`config.mk`:
```
export PLATFORM = sky130hd
export DESIGN_NAME = gray_code_counter
export DESIGN_NICKNAME = d
export VERILOG_FILES = /design/src/rtl/gray_code_counter.sv
export SDC_FILE = /design/constraint.sdc
export NUM_CORES = 1
export LEC_CHECK = 0
export ABC_AREA = 0
export ABC_CLOCK_PERIOD_IN_PS = 2800
export CAP_MARGIN = 20
export CORE_AREA = 2 2 39 41
export DETAILED_ROUTE_END_ITERATION = 8
export DIE_AREA = 0 0 41 43
export PLACE_DENSITY = 0.77
export SYNTH_ARGS = -nofsm -noshare
export SYNTH_HDL_FRONTEND = slang
export SYNTH_SLANG_ARGS = --single-unit
```
`constraint.sdc`:
```
create_clock -name clk -period 2.8 [get_ports clk]
set_clock_uncertainty 0.05 [all_clocks]
set_input_delay 0.42 -clock clk [delete_from_list [all_inputs] [get_ports clk]]
set_output_delay 0.42 -clock clk [all_outputs]
set_load 0.02 [all_outputs]
```
`src/rtl/gray_code_counter.sv`:
```
`default_nettype none
// ============================================================================
// Module      : gray_code_counter
// Description : Up/down Gray-code counter with load, wrap pulse and update
//               strobe; gray_out and bin_out come from one binary count.
// Revision    : 1.0 - initial release
// ============================================================================
module gray_code_counter #(
    parameter int WIDTH = 4
) (
    input  logic             clk,
    input  logic             rst_n,
    input  logic             en,
    input  logic             up_dn,
    input  logic             load,
    input  logic [WIDTH-1:0] load_gray,
    output logic [WIDTH-1:0] gray_out,
    output logic [WIDTH-1:0] bin_out,
    output logic             wrap,
    output logic             upd
);

    localparam logic [WIDTH-1:0] c_zero     = '0;
    localparam logic [WIDTH-1:0] c_all_ones = '1;
    localparam logic [WIDTH-1:0] c_one      = {{(WIDTH-1){1'b0}}, 1'b1};

    logic [WIDTH-1:0] r_bin;
    logic [WIDTH-1:0] r_gray;
    logic             r_wrap;
    logic             r_upd;

    logic [WIDTH-1:0] w_load_bin;
    logic [WIDTH-1:0] w_bin_next;
    logic             w_wrap_next;
    logic             w_upd_next;

    // Each binary bit is the XOR of all Gray bits at or above it; written
    // per bit as a reduction to avoid a bit-to-bit combinational chain.
    always_comb begin
        w_load_bin = '0;
        for (int i = 0; i < WIDTH; i++) begin
            w_load_bin[i] = ^(load_gray >> i);
        end
    end

    always_comb begin
        w_bin_next  = r_bin;
        w_wrap_next = 1'b0;
        w_upd_next  = 1'b0;
        if (load) begin
            w_bin_next = w_load_bin;
            w_upd_next = 1'b1;
        end else if (en) begin
            w_upd_next = 1'b1;
            if (up_dn) begin
                w_bin_next  = r_bin + c_one;
                w_wrap_next = (r_bin == c_all_ones);
            end else begin
                w_bin_next  = r_bin - c_one;
                w_wrap_next = (r_bin == c_zero);
            end
        end
    end

    // Both buses load from the same next value so they are never skewed.
    always_ff @(posedge clk or negedge rst_n) begin
        if (!rst_n) begin
            r_bin  <= '0;
            r_gray <= '0;
            r_wrap <= 1'b0;
            r_upd  <= 1'b0;
        end else begin
            r_bin  <= w_bin_next;
            r_gray <= w_bin_next ^ (w_bin_next >> 1);
            r_wrap <= w_wrap_next;
            r_upd  <= w_upd_next;
        end
    end

    assign gray_out = r_gray;
    assign bin_out  = r_bin;
    assign wrap     = r_wrap;
    assign upd      = r_upd;

endmodule
`default_nettype wire

```
==> run_1/port_trees.png <==
Scale bar: 10 um.
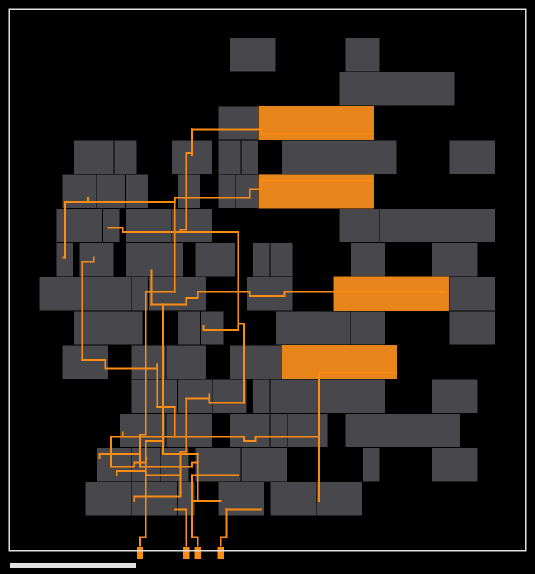
Orange stands for `bin_out`, bits 4, direction output, end cells 4, buffers 4, wire 281 um.
count of buffers inserted at the top-level ports: 18
top-level port count: 19

==> run_1/layers.png <==
Only two layers are drawn.
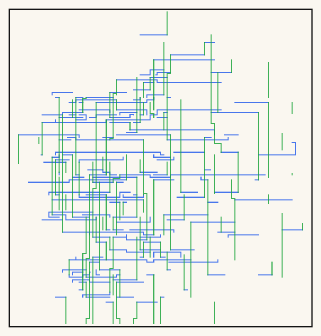
Green stands for M2, wire length 531 um. Blue stands for M1, wire length 567 um.
post-DR wirelength/cell: 12.4 um
vias after detailed routing: 456
global router's overall resource usage: 16.8%
final WL: 1130 um

==> run_1/clock_nets.png <==
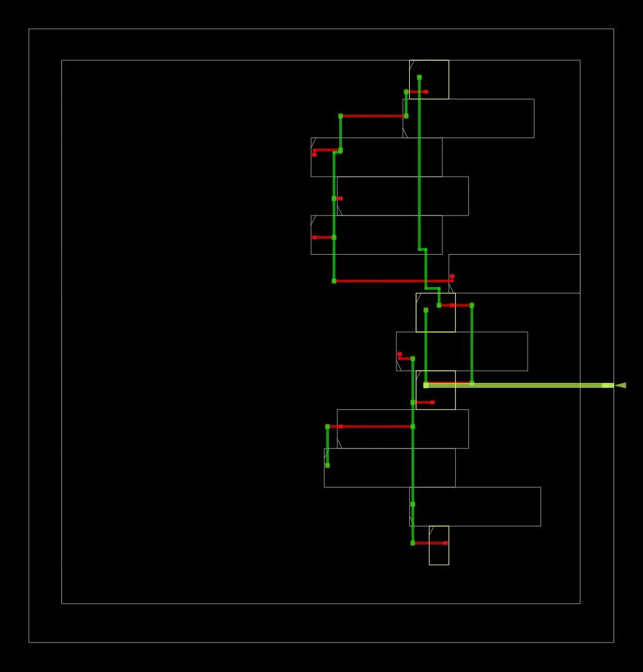
number of sequential storage elements: 9
Clk power: 94.6 uW
CTS Buf Count: 3
clock sink count: 9
later-pin clock latency in the skew report: 0.25 ns

==> results.py, run 1 <==
# Physical implementation metrics
metrics = {
    "detailed_routing": {
        "drt-pass1-iter-count": 3,
        "drc": 0,
    },
    "finish": {
        "n_fill_cell": 128,
        "final_layout_size_suffix_gt1_share_pct": 8.00,
        "final_layout_top_logic_cell": "sky130_fd_sc_hd__clkdlybuf4s50_1",
    },
    "critical_path": {
        "timing.critical_path.to_type": "flop",
        "reg2regPathDepth": 6,
        "setup.worst_path.class": "in2reg",
        "critPathMaxFanout": 8,
    },
    "yosys": {
        "synth_cell_types": 32,
        "synthesis.yosys.warnings": 0,
        "yosys-mux-area-fraction_pct": 1.72,
        "ys_seq_share_pct": 38.7,
        "simple_gate_area_share_pct": 18.9,
        "postSynth.asyncResetShare_pct": 100,
        "synth-area-yosys_um2": 582,
    },
    "floorplan": {
        "die_area_um2": 1760,
        "fp.coreArea_um2": 1380,
    },
    "status": {
        "outcome": "finished clean",
    },
    "clock_tree": {
        "clockRootBuffer": "sky130_fd_sc_hd__clkbuf_4",
        "post-cts-setup-buffers": 0,
        "cts_repair_resize_count": 0,
        "htree_num_levels": 1,
        "ctsLongestPathBuffers": 2,
        "clk_pin_slew_ns": 0.06,
    },
    "global_routing": {
        "grt_first_pass_wirelength_um": 2010,
        "via_count_of_the_first_global_routing_pass": 456,
        "total_grt_overflow": 0,
        "grt_start_max_net_pins": 16,
    },
    "sta": {
        "report.final.setup_viol": 0,
        "min_period_over_period_pct": 79.2,
        "maxSlewViolCount": 0,
    },
    "power": {
        "total_power_uw": 529,
        "power_dens_cells_nw_per_um2": 674,
    },
    "place": {
        "dp.cells": 87,
    },
}
==> run 1: stage by stage <==
step,hold WS [ns],util (%),cell area [um2]
floorplan,0.0744,-,582
global placement,0.658,54.9,759
detailed placement,0.661,54.9,759
CTS,0.412,56.8,786
global route,0.426,56.8,786
finish,0.400,56.8,786
==> run 1: cell usage after synthesis (2+ instances only) <==
cell                      instances  area [um2]
sky130_fd_sc_hd__inv_1            4        15.0
sky130_fd_sc_hd__a21oi_1          4        20.0
sky130_fd_sc_hd__ha_1             2        25.0
sky130_fd_sc_hd__nor3b_1          2        15.0
sky130_fd_sc_hd__xnor2_1          3        26.3
sky130_fd_sc_hd__nor2_1           3        11.3
sky130_fd_sc_hd__dfrtp_1          9         225
sky130_fd_sc_hd__xor2_1           4        35.0
sky130_fd_sc_hd__nand2_1          2        7.51
==> run 1: where the power goes <==
part,switching (mW),internal [mW],leakage [nW]
clock,0.0400,0.0546,0.0150
sequential,0.0291,0.159,0.106
combinational,0.122,0.124,0.212
total,0.191,0.338,0.333
==> run 1: cells by family (layout without fill, tap and decap cells) <==
family                   after synthesis  after routing
XOR/XNOR                               8              8
AND-OR/OR-AND                         11             11
multiplexers                           1              1
AND/OR/NAND/NOR                       17             17
flip-flops                             9              9
adder cells (fa/ha/maj)                3              3
buffers and inverters                  7             26
==> run 1: worst max-delay path, cell delays in order <==
cell and delay [ns]:
sky130_fd_sc_hd__clkdlybuf4s50_1 0.61, sky130_fd_sc_hd__inv_1 0.10, sky130_fd_sc_hd__ha_1 0.37, sky130_fd_sc_hd__a21oi_1 0.17, sky130_fd_sc_hd__a2bb2oi_1 0.08, sky130_fd_sc_hd__or3_4 0.40
sky130_fd_sc_hd__xor2_2 0.15
==> run 1: layout make-up <==
cell class	instances	area (um2)	area share, %
Sequential cell	9	225	28.7
Multi-Input combinational cell	40	319	40.6
Tap cell	16	20.0	2.55
Inverter	4	15.0	1.91
Timing Repair Buffer	18	180	22.9
Clock buffer	4	26.3	3.34
==> run 1: layer usage <==
layer	vias to the layer above	track usage, %	share of wire, %
li1	229	-	-
met2	9	22.2	47
met5	-	0	0
met1	218	26.4	50
met3	0	1.57	3.0
met4	0	8.00	0
==> run 1: sequential cells by signal (all words and copies together), names as in the netlist <==
register and count:
wrap 1, bin_out 4, upd 1, gray_out 3
==> run 1: worst paths after layout <==
check / start / endpoint
min in group clk: bin_out[1] / wrap
worst min register to register: bin_out[1] / wrap
worst max register to register: bin_out[0] / gray_out[1]
worst max-delay path: up_dn / gray_out[2]
worst min-delay path: rst_n / gray_out[1]
max in group asynchronous: rst_n / bin_out[2]
==> run_1/route_heat.png <==
8 x 9 tiles, from dark blue (low) to red (high), scaled to the fullest tile. Values are wire area over tile area, all layers added.
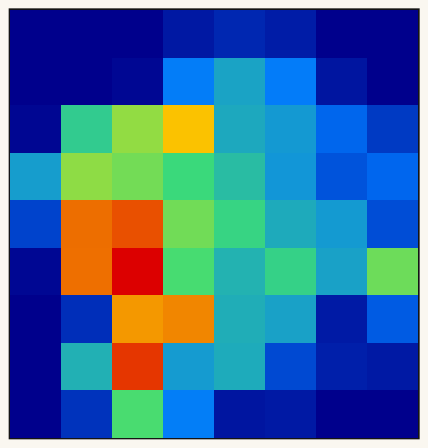

## Run 2: what changed since run 1
Settings changed: ABC_CLOCK_PERIOD_IN_PS 2800 to 2200, CORE_AREA 2 2 39 41 to not set, CORE_MARGIN set to 2, CORE_UTILIZATION set to 43, DIE_AREA 0 0 41 43 to not set, PLACE_DENSITY 0.77 to 0.76.
Clock period 2.8 ns to 2.2 ns, I/O delays scaled along.
==> run_2/route_heat.png <==
8 x 8 tiles, from dark blue (low) to red (high), scaled to the fullest tile. Values are wire area over tile area, all layers added.
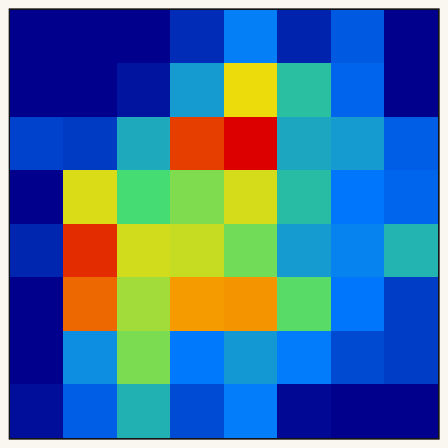
The fullest tile reaches 0.32. 27% of the tiles are over half the peak. The emptiest ninth of the die: top left. 20% of the tiles are nearly empty. The densest ninth of the die: middle. The mean over all tiles is 0.10.
final WL: 1110 um
global router's overall resource usage: 17.2%
post-DR wirelength/cell: 11.9 um
vias after detailed routing: 459

==> run 2 against run 1 <==
  * Non-clock buffer count increased by 3
  * Sequential power increased by 26%
  * Via count increased by 0.66%
  * Clock-buffer cell count unchanged
  * Largest power group unchanged
==> results.py, run 2 <==
# Physical implementation metrics
metrics = {
    "global_routing": {
        "grt_start_max_net_pins": 15,
        "grt_first_pass_wirelength_um": 1860,
        "via_count_of_the_first_global_routing_pass": 440,
        "total_grt_overflow": 0,
    },
    "critical_path": {
        "critPathMaxFanout": 7,
        "crit_chain": "clkdlybuf4s50_1, buf_4, fa_1, xnor2_1, mux2i_1, o21ai_1, xor2_1",
        "worstPathBufferInverterCount": 2,
        "cp_slowest_cell": "sky130_fd_sc_hd__fa_1",
        "setup.worst_path.class": "in2reg",
        "crit-reg2reg-launch": "bin_out[0]",
        "cp_top_family": "buffers and inverters",
        "timing.critical_path.to_type": "flop",
        "worst_setup_path_startpoint": "up_dn",
        "max_stage_delay_ns": 0.43,
    },
    "yosys": {
        "ys_top_cells_by_count": "sky130_fd_sc_hd__dfrtp_1 (9), sky130_fd_sc_hd__a21oi_1 (4), sky130_fd_sc_hd__inv_1 (4), sky130_fd_sc_hd__xor2_1 (4)",
        "synth_cell_types": 32,
        "synth-area-yosys_um2": 582,
        "top_area_share_pct": 38.7,
        "synth.area.top_cells": "sky130_fd_sc_hd__dfrtp_1 (39%), sky130_fd_sc_hd__xor2_1 (6.0%), sky130_fd_sc_hd__xnor2_1 (4.5%)",
        "ys_seq_share_pct": 38.7,
        "synthesis.yosys.warnings": 0,
        "most_common_cell": "sky130_fd_sc_hd__dfrtp_1",
        "postSynth.asyncResetShare_pct": 100,
    },
    "clock_tree": {
        "post-cts-setup-buffers": 0,
        "htree_num_levels": 1,
        "cts_num_sinks": 9,
        "clock_insertion_delay_worst_skew_ns": 0.25,
        "ctsLongestPathBuffers": 2,
        "clk_pin_slew_ns": 0.06,
        "cts_repair_resize_count": 0,
        "cts_buf_count": 3,
        "clockRootBuffer": "sky130_fd_sc_hd__clkbuf_4",
    },
    "power": {
        "p_sw_share_pct": 35.7,
        "pwr-share-clk_pct": 18.4,
        "share_seq_of_total_power_pct": 35.0,
        "power_dens_cells_nw_per_um2": 835,
        "p_int_uw": 433,
        "total_power_uw": 674,
        "power.net_switching_uw": 241,
        "comb_power_share_pct": 46.6,
    },
    "floorplan": {
        "ios": 19,
        "num_rows": 13,
        "die_area_um2": 1660,
    },
    "status": {
        "outcome": "finished clean",
    },
    "run": {
        "cap_violations": 0,
    },
    "finish": {
        "final_layout_size_suffix_gt1_share_pct": 11.5,
        "max_ffs_per_register": 4,
        "final_layout_top_logic_cell": "sky130_fd_sc_hd__clkdlybuf4s50_1",
        "final-comb-area_um2": 319,
        "finish.net_count": 91,
        "n_fill_cell": 113,
        "seq_area_um2": 225,
        "finish.instance_area_um2": 807,
        "finish.utilization_pct": 62.8,
    },
    "sta": {
        "min_period_over_period_pct": 89.5,
        "final_hold_slack_ns": 0.318,
        "maxSlewViolCount": 0,
    },
    "place": {
        "placedInstanceArea_um2": 781,
        "place.port_buffers": 18,
    },
    "detailed_routing": {
        "drt-pass1-iter-count": 3,
    },
}
==> run_2/port_trees.png <==
Scale bar: 10 um.
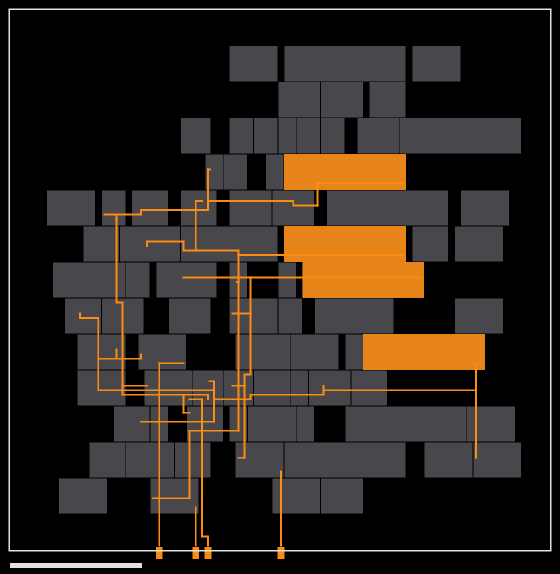
Orange stands for `bin_out`, bits 4, direction output, end cells 4, buffers 4, wire 231 um.

-- run 2: cell counts after synthesis --
Identical to the previous run, type by type.
-- run 2: per-stage QoR --
stage          setup slack, ns  TNS [ns]  instances
2_1_floorplan            0.339         0         56
3_3_place_gp          -0.00611  -0.00611         89
3_5_place_dp           -0.0434   -0.0843         89
4_1_cts                  0.225         0         93
5_1_grt                  0.147         0         93
6_report                 0.231         0         93
-- run 2: worst reg2reg max path, delay by kind of cell, from the launching register on --
family | cells | cell delay (ns)
DFF | 1 | 0.47
xor gates and xnor gates | 2 | 0.35
AOI/OAI and AO/OA | 1 | 0.33
buffers and inverters | 1 | 0.12
muxes | 1 | 0.09
adders and majority gates | 1 | 0.41
-- run 2: worst paths after layout --
path | endpoint | slack [ns] | cells after the start
min reg2reg | wrap | 0.64 | 2
min | bin_out[1] | 0.32 | 1
min in group clk | wrap | 0.64 | 2
max in group asynchronous | wrap | 1.50 | 1
max | gray_out[1] | 0.23 | 7
max reg2reg | gray_out[1] | 0.31 | 6
-- run 2: final cells by class --
type,count,share of cell area (%)
Multi-Input combinational cell,40,39.5
Inverter,4,1.86
Sequential cell,9,27.9
Timing Repair Buffer,21,25.1
Clock buffer,4,3.26
Tap cell,15,2.33
-- run 2: kinds of logic after synthesis --
family,count (synthesis),share of synthesized area (%)
and+or+nand+nor,17,18.9
AOI/OAI and AO/OA,11,13.1
adders and majority gates,3,7.74
buffers and inverters,7,6.45
xor gates and xnor gates,8,13.3
muxes,1,1.72
DFF,9,38.7
-- run 2: layer usage --
metal | track usage [%] | vias up | part of all wire [%] | wire, um
li1 | - | 240 | - | -
met2 | 29.7 | 7 | 55 | 606
met4 | 10.0 | 0 | 0 | 0
met3 | 1.63 | 0 | 2.1 | 23
met1 | 20.3 | 212 | 43 | 476
met5 | 0 | - | 0 | 0
-- run 2: power groups by stage --
| stage | Sequential (mW) | Clock, mW | Combinational, mW |
|---|---|---|---|
| 3_3_place_gp | 0.240 | 0 | 0.311 |
| 3_5_place_dp | 0.239 | 0 | 0.317 |
| 5_1_grt | 0.244 | 0.135 | 0.341 |
| 2_1_floorplan | 0.281 | 0 | 0.147 |
| 6_report | 0.236 | 0.124 | 0.314 |
| 4_1_cts | 0.237 | 0.127 | 0.318 |
==> run_2/layers.png <==
Only two layers are drawn.
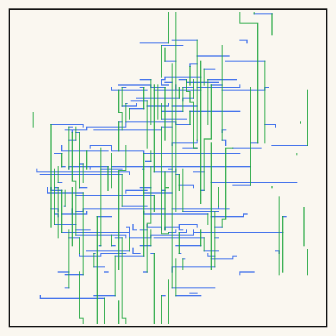

## Run 3: what changed since run 2
Settings changed: ABC_CLOCK_PERIOD_IN_PS 2200 to 2000, CORE_MARGIN 2 to 8.
Clock period 2.2 ns to 2 ns, I/O delays scaled along.
==> run_3/layers.png <==
Only two layers are drawn.
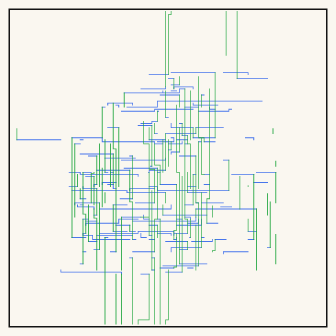
Green stands for M2, wire length 728 um. Blue stands for M1, wire length 496 um.
post-DR wirelength/cell: 13.5 um
global router's overall resource usage: 10.2%
vias after detailed routing: 479

==> run 3 against run 2 <==
  * Routed wire length rose by 19%
  * First-iteration DRC count fell by 67%
  * Register-to-register slack got worse by 0.06 ns
  * Hold slack got worse by 0.035 ns
  * Critical path type unchanged
  * Synthesized cell count did not move
  * Cell area rose by 4.2%
  * Largest cell class unchanged
  * Die area rose by 68%
  * Global-route usage fell by 6.9 points
  * Non-clock buffer count rose by 4
  * Largest power group unchanged
  * Clock-buffer cell count did not move
  * Sequential power rose by 8.5%
==> results.py, run 3 <==
# Physical implementation metrics
metrics = {
    "status": {
        "outcome": "finished clean",
    },
    "global_routing": {
        "grt_first_pass_wirelength_um": 2130,
        "via_count_of_the_first_global_routing_pass": 490,
        "grt_start_max_net_pins": 15,
        "total_grt_overflow": 0,
    },
    "yosys": {
        "xor_share_pct": 13.3,
        "simple_gate_area_share_pct": 18.9,
        "top_logic_kind": "simple AND/OR/NAND/NOR gates",
        "ys_seq_share_pct": 38.7,
        "synth_cell_types": 32,
        "synth-compound-area-share_pct": 13.1,
        "most_common_cell": "sky130_fd_sc_hd__dfrtp_1",
        "postSynth.asyncResetShare_pct": 100,
        "post_synth_fa_ha_maj_area_fraction_pct": 7.74,
        "ys_top_cells_by_count": "sky130_fd_sc_hd__dfrtp_1 (9), sky130_fd_sc_hd__a21oi_1 (4), sky130_fd_sc_hd__inv_1 (4), sky130_fd_sc_hd__xor2_1 (4)",
        "top_area_share_pct": 38.7,
        "yosys-mux-area-fraction_pct": 1.72,
    },
    "finish": {
        "n_fill_cell": 117,
        "finish.utilization_pct": 65.4,
        "finish.net_count": 95,
        "final_layout_size_suffix_gt1_share_pct": 17.1,
    },
    "critical_path": {
        "setup.worst_path.class": "in2reg",
        "critPathMaxFanout": 4,
        "timing.critical_path.to_type": "flop",
    },
    "clock_tree": {
        "cts_buf_count": 3,
        "clockRootBuffer": "sky130_fd_sc_hd__clkbuf_4",
        "cts_repair_resize_count": 0,
        "cts_num_sinks": 9,
        "clk_pin_slew_ns": 0.06,
        "post-cts-setup-buffers": 0,
        "ctsLongestPathBuffers": 2,
        "clock_insertion_delay_worst_skew_ns": 0.25,
    },
    "place": {
        "dp.cells": 93,
        "place.port_buffers": 18,
    },
    "sta": {
        "min_period_over_period_pct": 96.3,
    },
    "detailed_routing": {
        "postRouteWirelength_um": 1310,
        "met2WireLength_um": 728,
        "top_layer_used": "met4",
    },
    "floorplan": {
        "num_rows": 13,
        "ios": 19,
    },
    "power": {
        "power_dens_cells_nw_per_um2": 911,
        "total_power_uw": 766,
    },
}
==> run_3/clock_nets.png <==
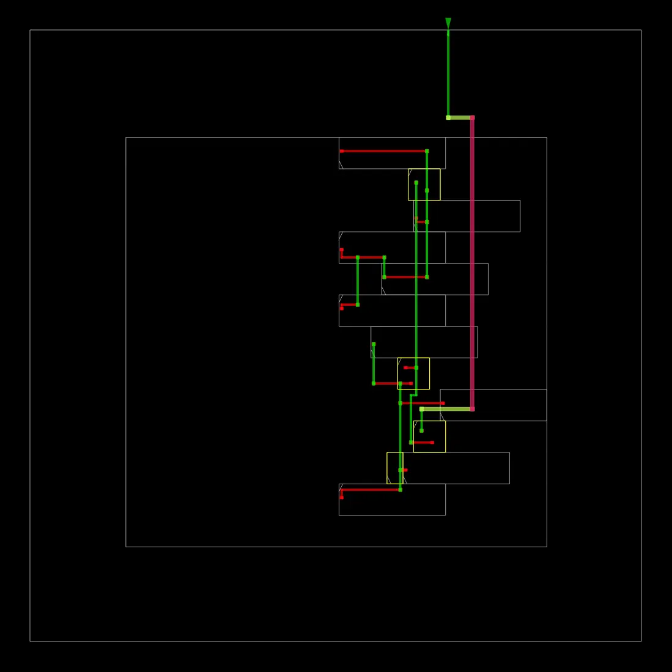
count of clock buffers in the final design: 4
Clk power: 135 uW

[run 3: cell counts after synthesis]
Identical to the previous run, type by type.
[run 3: worst paths after layout]
| path | from | end | slack [ns] | cells past startpoint |
|---|---|---|---|---|
| setup / recovery | up_dn | gray_out[2] | 0.07 | 7 |
| hold / removal | rst_n | gray_out[2] | 0.28 | 1 |
| setup reg to reg | bin_out[2] | gray_out[2] | 0.25 | 5 |
| hold reg to reg | bin_out[0] | gray_out[0] | 0.64 | 3 |
| max in group asynchronous | rst_n | bin_out[0] | 1.35 | 1 |
| min in group clk | load_gray[0] | gray_out[0] | 0.61 | 3 |
[run 3: per-layer routing]
metal,track usage [%],vias up
li1,-,246
met1,10.8,222
met2,17.4,9
met3,1.14,2
met4,9.05,0
met5,0,-
[run 3: cell families (layout without fill, tap and decap cells)]
group	after synthesis	in the layout
buf+inv	7	33
flops	9	9
xor+xnor	8	8
compound gates	11	11
mux	1	1
simple gates	17	17
fa+ha+maj	3	3
[run 3: power by group]
group | internal, mW | leakage [nW] | switching [mW] | total (mW)
Sequential | 0.223 | 0.106 | 0.0327 | 0.256
Combinational | 0.194 | 0.247 | 0.181 | 0.375
Clock | 0.0765 | 0.0150 | 0.0581 | 0.135
Total | 0.494 | 0.369 | 0.272 | 0.766
[run 3: area by class of cell]
class                           count  area, um2  area share (%)
Multi-Input combinational cell     40        323            38.4
Timing Repair Buffer               25        233            27.7
Sequential cell                     9        225            26.8
Clock buffer                        4       26.3            3.13
Tap cell                           15       18.8            2.23
Inverter                            4       15.0            1.79
[run 3: stage by stage]
| step | hold WS (ns) | instance area, um2 | setup WS [ns] |
|---|---|---|---|
| floorplan | -0.0456 | 582 | 0.139 |
| global placement | 0.550 | 811 | -0.203 |
| detailed placement | 0.566 | 811 | -0.227 |
| CTS | 0.289 | 837 | 0.0459 |
| global route | 0.315 | 841 | 0.0136 |
| finish | 0.283 | 841 | 0.0740 |
[run 3: critical path: stages]
cell and delay, ns:
sky130_fd_sc_hd__clkdlybuf4s50_1 0.50, sky130_fd_sc_hd__inv_1 0.07, sky130_fd_sc_hd__ha_1 0.35, sky130_fd_sc_hd__a21oi_1 0.17, sky130_fd_sc_hd__a2bb2oi_1 0.08, sky130_fd_sc_hd__or3_4 0.40, sky130_fd_sc_hd__xor2_2 0.14
Power figures rest on the tool's default switching activity, not on a simulated workload.
